File: src/rtl/imm_splitter.sv
// Splits a 32-bit constant into one or two (imm16, EOp) tokens for the immediate
// extender; a second token, when present, is ORed onto the upper-half result.
module imm_splitter #(
    parameter int CNT_W     = 16,
    parameter bit EN_SHIFT2 = 1'b1
) (
    input  logic             clk,
    input  logic             reset,
    input  logic             in_valid,
    output logic             in_ready,
    input  logic [31:0]      in_value,
    output logic             out_valid,
    input  logic             out_ready,
    output logic [15:0]      out_imm,
    output logic [1:0]       out_eop,
    output logic             out_or,
    output logic             out_last,
    output logic [CNT_W-1:0] split_cnt
);

    typedef enum logic [1:0] {S_IDLE, S_ONE, S_SPLIT_HI, S_SPLIT_LO} state_t;

    state_t           r_state, w_state_nx;
    logic [15:0]      r_imm, w_imm_nx;
    logic [1:0]       r_eop, w_eop_nx;
    logic             r_or, w_or_nx;
    logic             r_last, w_last_nx;
    logic [15:0]      r_lo, w_lo_nx;
    logic [CNT_W-1:0] r_cnt, w_cnt_nx;

    logic w_accept, w_c1, w_c2, w_c3, w_c4;

    assign out_valid = (r_state != S_IDLE);
    assign in_ready  = !out_valid || (out_ready && r_last);
    assign w_accept  = in_valid && in_ready;

    assign out_imm   = r_imm;
    assign out_eop   = r_eop;
    assign out_or    = r_or;
    assign out_last  = r_last;
    assign split_cnt = r_cnt;

    // Extension-class tests, checked in priority order below
    assign w_c1 = (&in_value[31:15]) | ~(|in_value[31:15]);
    assign w_c2 = ~(|in_value[31:16]);
    assign w_c3 = ~(|in_value[15:0]);
    assign w_c4 = EN_SHIFT2 && (in_value[1:0] == 2'b00) &&
                  ((&in_value[31:17]) | ~(|in_value[31:17]));

    always_comb begin
        w_state_nx = r_state;
        w_imm_nx   = r_imm;
        w_eop_nx   = r_eop;
        w_or_nx    = r_or;
        w_last_nx  = r_last;
        w_lo_nx    = r_lo;
        w_cnt_nx   = r_cnt;
        if (w_accept) begin
            w_lo_nx    = in_value[15:0];
            w_or_nx    = 1'b0;
            w_last_nx  = 1'b1;
            w_state_nx = S_ONE;
            if (w_c1) begin
                w_imm_nx = in_value[15:0];
                w_eop_nx = 2'b00;
            end else if (w_c2) begin
                w_imm_nx = in_value[15:0];
                w_eop_nx = 2'b01;
            end else if (w_c3) begin
                w_imm_nx = in_value[31:16];
                w_eop_nx = 2'b10;
            end else if (w_c4) begin
                w_imm_nx = in_value[17:2];
                w_eop_nx = 2'b11;
            end else begin
                w_imm_nx   = in_value[31:16];
                w_eop_nx   = 2'b10;
                w_last_nx  = 1'b0;
                w_state_nx = S_SPLIT_HI;
                w_cnt_nx   = r_cnt + CNT_W'(1);
            end
        end else if (out_valid && out_ready) begin
            if (r_state == S_SPLIT_HI) begin
                w_state_nx = S_SPLIT_LO;
                w_imm_nx   = r_lo;
                w_eop_nx   = 2'b01;
                w_or_nx    = 1'b1;
                w_last_nx  = 1'b1;
            end else begin
                w_state_nx = S_IDLE;
            end
        end
    end

    always_ff @(posedge clk or posedge reset) begin
        if (reset) begin
            r_state <= S_IDLE;
            r_imm   <= '0;
            r_eop   <= '0;
            r_or    <= 1'b0;
            r_last  <= 1'b0;
            r_lo    <= '0;
            r_cnt   <= '0;
        end else begin
            r_state <= w_state_nx;
            r_imm   <= w_imm_nx;
            r_eop   <= w_eop_nx;
            r_or    <= w_or_nx;
            r_last  <= w_last_nx;
            r_lo    <= w_lo_nx;
            r_cnt   <= w_cnt_nx;
        end
    end

endmodule

File: config.mk
export PLATFORM = sky130hd
export DESIGN_NAME = imm_splitter
export DESIGN_NICKNAME = d
export VERILOG_FILES = /design/src/rtl/imm_splitter.sv
export SDC_FILE = /design/constraint.sdc
export NUM_CORES = 1
export LEC_CHECK = 0
export CAP_MARGIN = 0
export CORE_MARGIN = 2
export CORE_UTILIZATION = 24
export CTS_BUF_LIST = sky130_fd_sc_hd__clkbuf_2
export DETAILED_ROUTE_END_ITERATION = 16
export SYNTH_ARGS = -nofsm -noshare
export SYNTH_HDL_FRONTEND = slang
export SYNTH_SLANG_ARGS = --single-unit
File: constraint.sdc
create_clock -name clk -period 2.1 [get_ports clk]
set_input_delay 0.42 -clock clk [delete_from_list [all_inputs] [get_ports clk]]
set_output_delay 0.42 -clock clk [all_outputs]
set_load 0.01 [all_outputs]
**Routing congestion map**

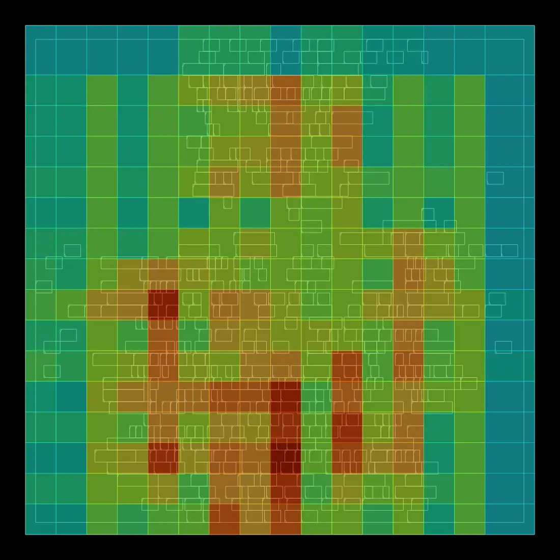
Total Routing Usage GR: 0.136
met2 Use GR: 0.222
GRT met1 Usage: 0.180

**Signal wires on met3**

Scale bar: 20 um.
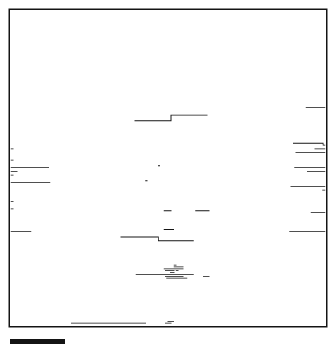
The longest straight run is 26.9 um. The wires run mostly horizontal. The layer holds 3.2% of the routed length. The layer carries 273 um of wire. 32 nets have wire on it.
drt total wl: 8590 um
met3 usage: 0.0244
vias after detailed routing: 2,747

**Logic cells by family**

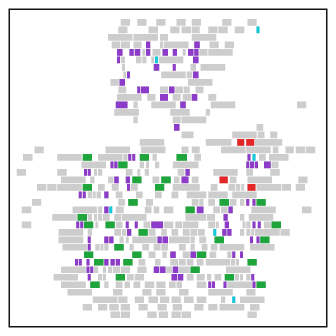
Green marks mux cells, cells 31, most used mux2i_1. Cyan marks inv cells, cells 6, most used inv_1. Red marks non-inverting ao/oa cells, cells 4, where right middle. Purple marks nand cells, cells 92, most used nand2_1.
logic share of the area: 0.340
non-filler cells, final: 582

==> impl_metrics.json <==
{
  "status": "finished, final reports clean",
  "finalPower_mw": 4.50,
  "taps": 147,
  "ir_worst_vdd_mv": 0.302,
  "yosysSeqAreaShare": 0.460,
  "n_fill_cell": 1216,
  "r2r-end": "split_cnt[3]",
  "critPathRequiredTime_ns": 1.68,
  "drive_gt1_frac": 0.200,
  "wl_per_cell_um": 14.8,
  "worst_setup_path_end_kind": "output port",
  "worstPathMaxFanout": 2,
  "holdWs_ns": 0.272,
  "synth_area_mm2": 0.00294,
  "seq_area_mm2": 0.00135,
  "finalClockPeriodUsage": 0.952,
  "core_area_mm2": 0.0120,
  "r2r_setup_slack_ns": 0.19,
  "comb_area_mm2": 0.00148,
  "drc": 0,
  "inv_count": 6,
  "port_buffers": 73,
  "crit_start": "r_state[1]",
  "syn_area_per_cell_um2": 9.60,
  "crit_arrival_ns": 1.58,
  "timing_hold_violations_final": 0,
  "clk_share": 0.00803,
  "layout_setup_ws_ns": 0.101,
  "ys_ff": 54,
  "seq_cells": 54,
  "fin_crit_ns": 2.00,
  "synthTopCellsByArea": "dfrtp_1 (46%), mux2i_1 (10%), nand2_1 (5.2%), nand4_1 (4.5%), xnor2_1 (4.5%)",
  "grt.overflow.total": 0,
  "cellPowerDensity_mw_per_mm2": 1030,
  "reg2reg_from": "r_state[1]",
  "ys_cells": 306,
  "place_congestion": 0.923,
  "syn_inst": 306,
  "edf_count": 0,
  "grt_max_degree": 27,
  "sh_seq_area": 0.310,
  "largest_class": "logic gates",
  "synth_top_area_share": 0.460,
  "n_clock_buffer": 7,
  "final_cell_mix": "clkdlybuf4s50_1 (71), buf_4 (63), dfrtp_1 (52)",
  "antenna_found_initial": 1,
  "antenna_left": 0,
  "slew_viol_final": 0,
  "cts_tree": "done",
  "pin_count": 74,
  "synth_cell_type_count": 39,
  "ys.flop_type": "dfrtp_1",
  "die.size.y_um": 115,
  "cts_sinks": 54,
  "slew_headroom": 0.669,
  "dp.cells": 569,
  "setup_viol": 0,
  "drt-initial-drc-count": 94,
  "dr.pass1.iters": 4,
  "grt_pass1_vias": 2717,
  "endpoint": "in_ready",
  "fin_setup_tns_ns": 0,
  "n_all_buffers": 140,
  "cts_buffer_depth": 2,
  "start_kind": "flip-flop",
  "worstSetupPathType": "flip-flop to output port",
  "area_growth_pct": 48.5,
  "max_cap_viol_count": 0,
  "initial_utilization": 0.246,
  "row_count": 40,
  "numCtsBuffers": 5,
  "diodes": 1,
  "yosys_area_mm2": 0.00294,
  "dp.final_hpwl_um": 6700,
  "nNetsFinal": 471,
  "grt_pass1_wl_um": 14100,
  "hp-class": "input pin to asynchronous set/reset pin",
  "via_per_inst": 4.72,
  "p_leak_nw": 2.05,
  "largest_area_cell": "dfrtp_1",
  "die-area_mm2": 0.0131,
  "ys_async_sr_fraction": 1.00,
  "dpl_cell_area_mm2": 0.00427,
  "dpl_worst_slack_ns": -0.293,
  "synth_nets": 343,
  "worst_slew_pin_slew_ns": 0.496,
  "postLayoutCellArea_mm2": 0.00436,
  "fin_skew_ns": 0.0165,
  "area_share_nonclk_buffers": 0.294,
  "grt_setup_unrepaired": "false",
  "warning_count": 26,
  "worstSkewPairLatency_ns": 0.44,
  "synth_warnings": 0,
  "htreeDepth": 2,
  "final_util": 0.365,
  "max_freq_mhz": 500,
  "reg2regPathDepth": 8,
  "path_clk_slew_ns": 0.25,
  "logic_gates": 227,
  "die_w_um": 115,
  "cts_root_buf": "clkbuf_2",
  "mostFrequentLayoutCell": "clkdlybuf4s50_1"
}
==> sequential cells by signal (all words and copies together), names as in the netlist <==
signal / cells
split_cnt: 16
out_imm: 16
out_eop: 2
r_lo: 16
r_state: 2
out_last: 1
out_or: 1
==> routing by layer <==
layer | global-route usage | vias up | routed length, um
met5 | 0 | - | 0
li1 | - | 1358 | -
met1 | 0.180 | 1328 | 4040
met4 | 0.0496 | 0 | 193
met3 | 0.0244 | 13 | 272
met2 | 0.222 | 48 | 4080
==> synth_stat cells (all sizes together), types with 2 or more instances <==
| master | n |
|---|---|
| and3 | 4 |
| o21ai | 18 |
| mux2i | 30 |
| nor4 | 8 |
| and4 | 3 |
| or2 | 2 |
| nand4 | 23 |
| nand4b | 2 |
| nor2 | 22 |
| dfrtp | 54 |
| a2bb2oi | 2 |
| nand3 | 23 |
| clkbuf | 6 |
| nand3b | 3 |
| inv | 6 |
| o2bb2ai | 2 |
| buf | 13 |
| nor3 | 3 |
| nand2 | 41 |
| a21oi | 16 |
| xnor2 | 15 |
==> power by group <==
group          switching (mW)  internal, mW
logic                    1.09          1.24
registers               0.313          1.46
clock network           0.308        0.0863
total                    1.71          2.79
==> worst max-delay path, stage by stage (launching register included) <==
cell             delay [ns]
dfrtp_1                0.43
buf_4                  0.14
o2bb2ai_4              0.18
buf_4                  0.15
clkdlybuf4s15_1        0.23
==> cells by family after synthesis <==
kind of cell	synth area share
XOR/XNOR	0.0447
flip-flops	0.460
AND/OR/NAND/NOR	0.241
multiplexers	0.106
buffers and inverters	0.0460
AND-OR/OR-AND	0.0975
adder cells (fa/ha/maj)	0.00426
==> timing repair <==
item	CTS	global route
endpoints found under the setup margin	3	2
setup buffers	5	0
pin swaps	1	0
hold buffers	0	0
resized	5	2
Power is estimated from default activity; no workload was simulated.
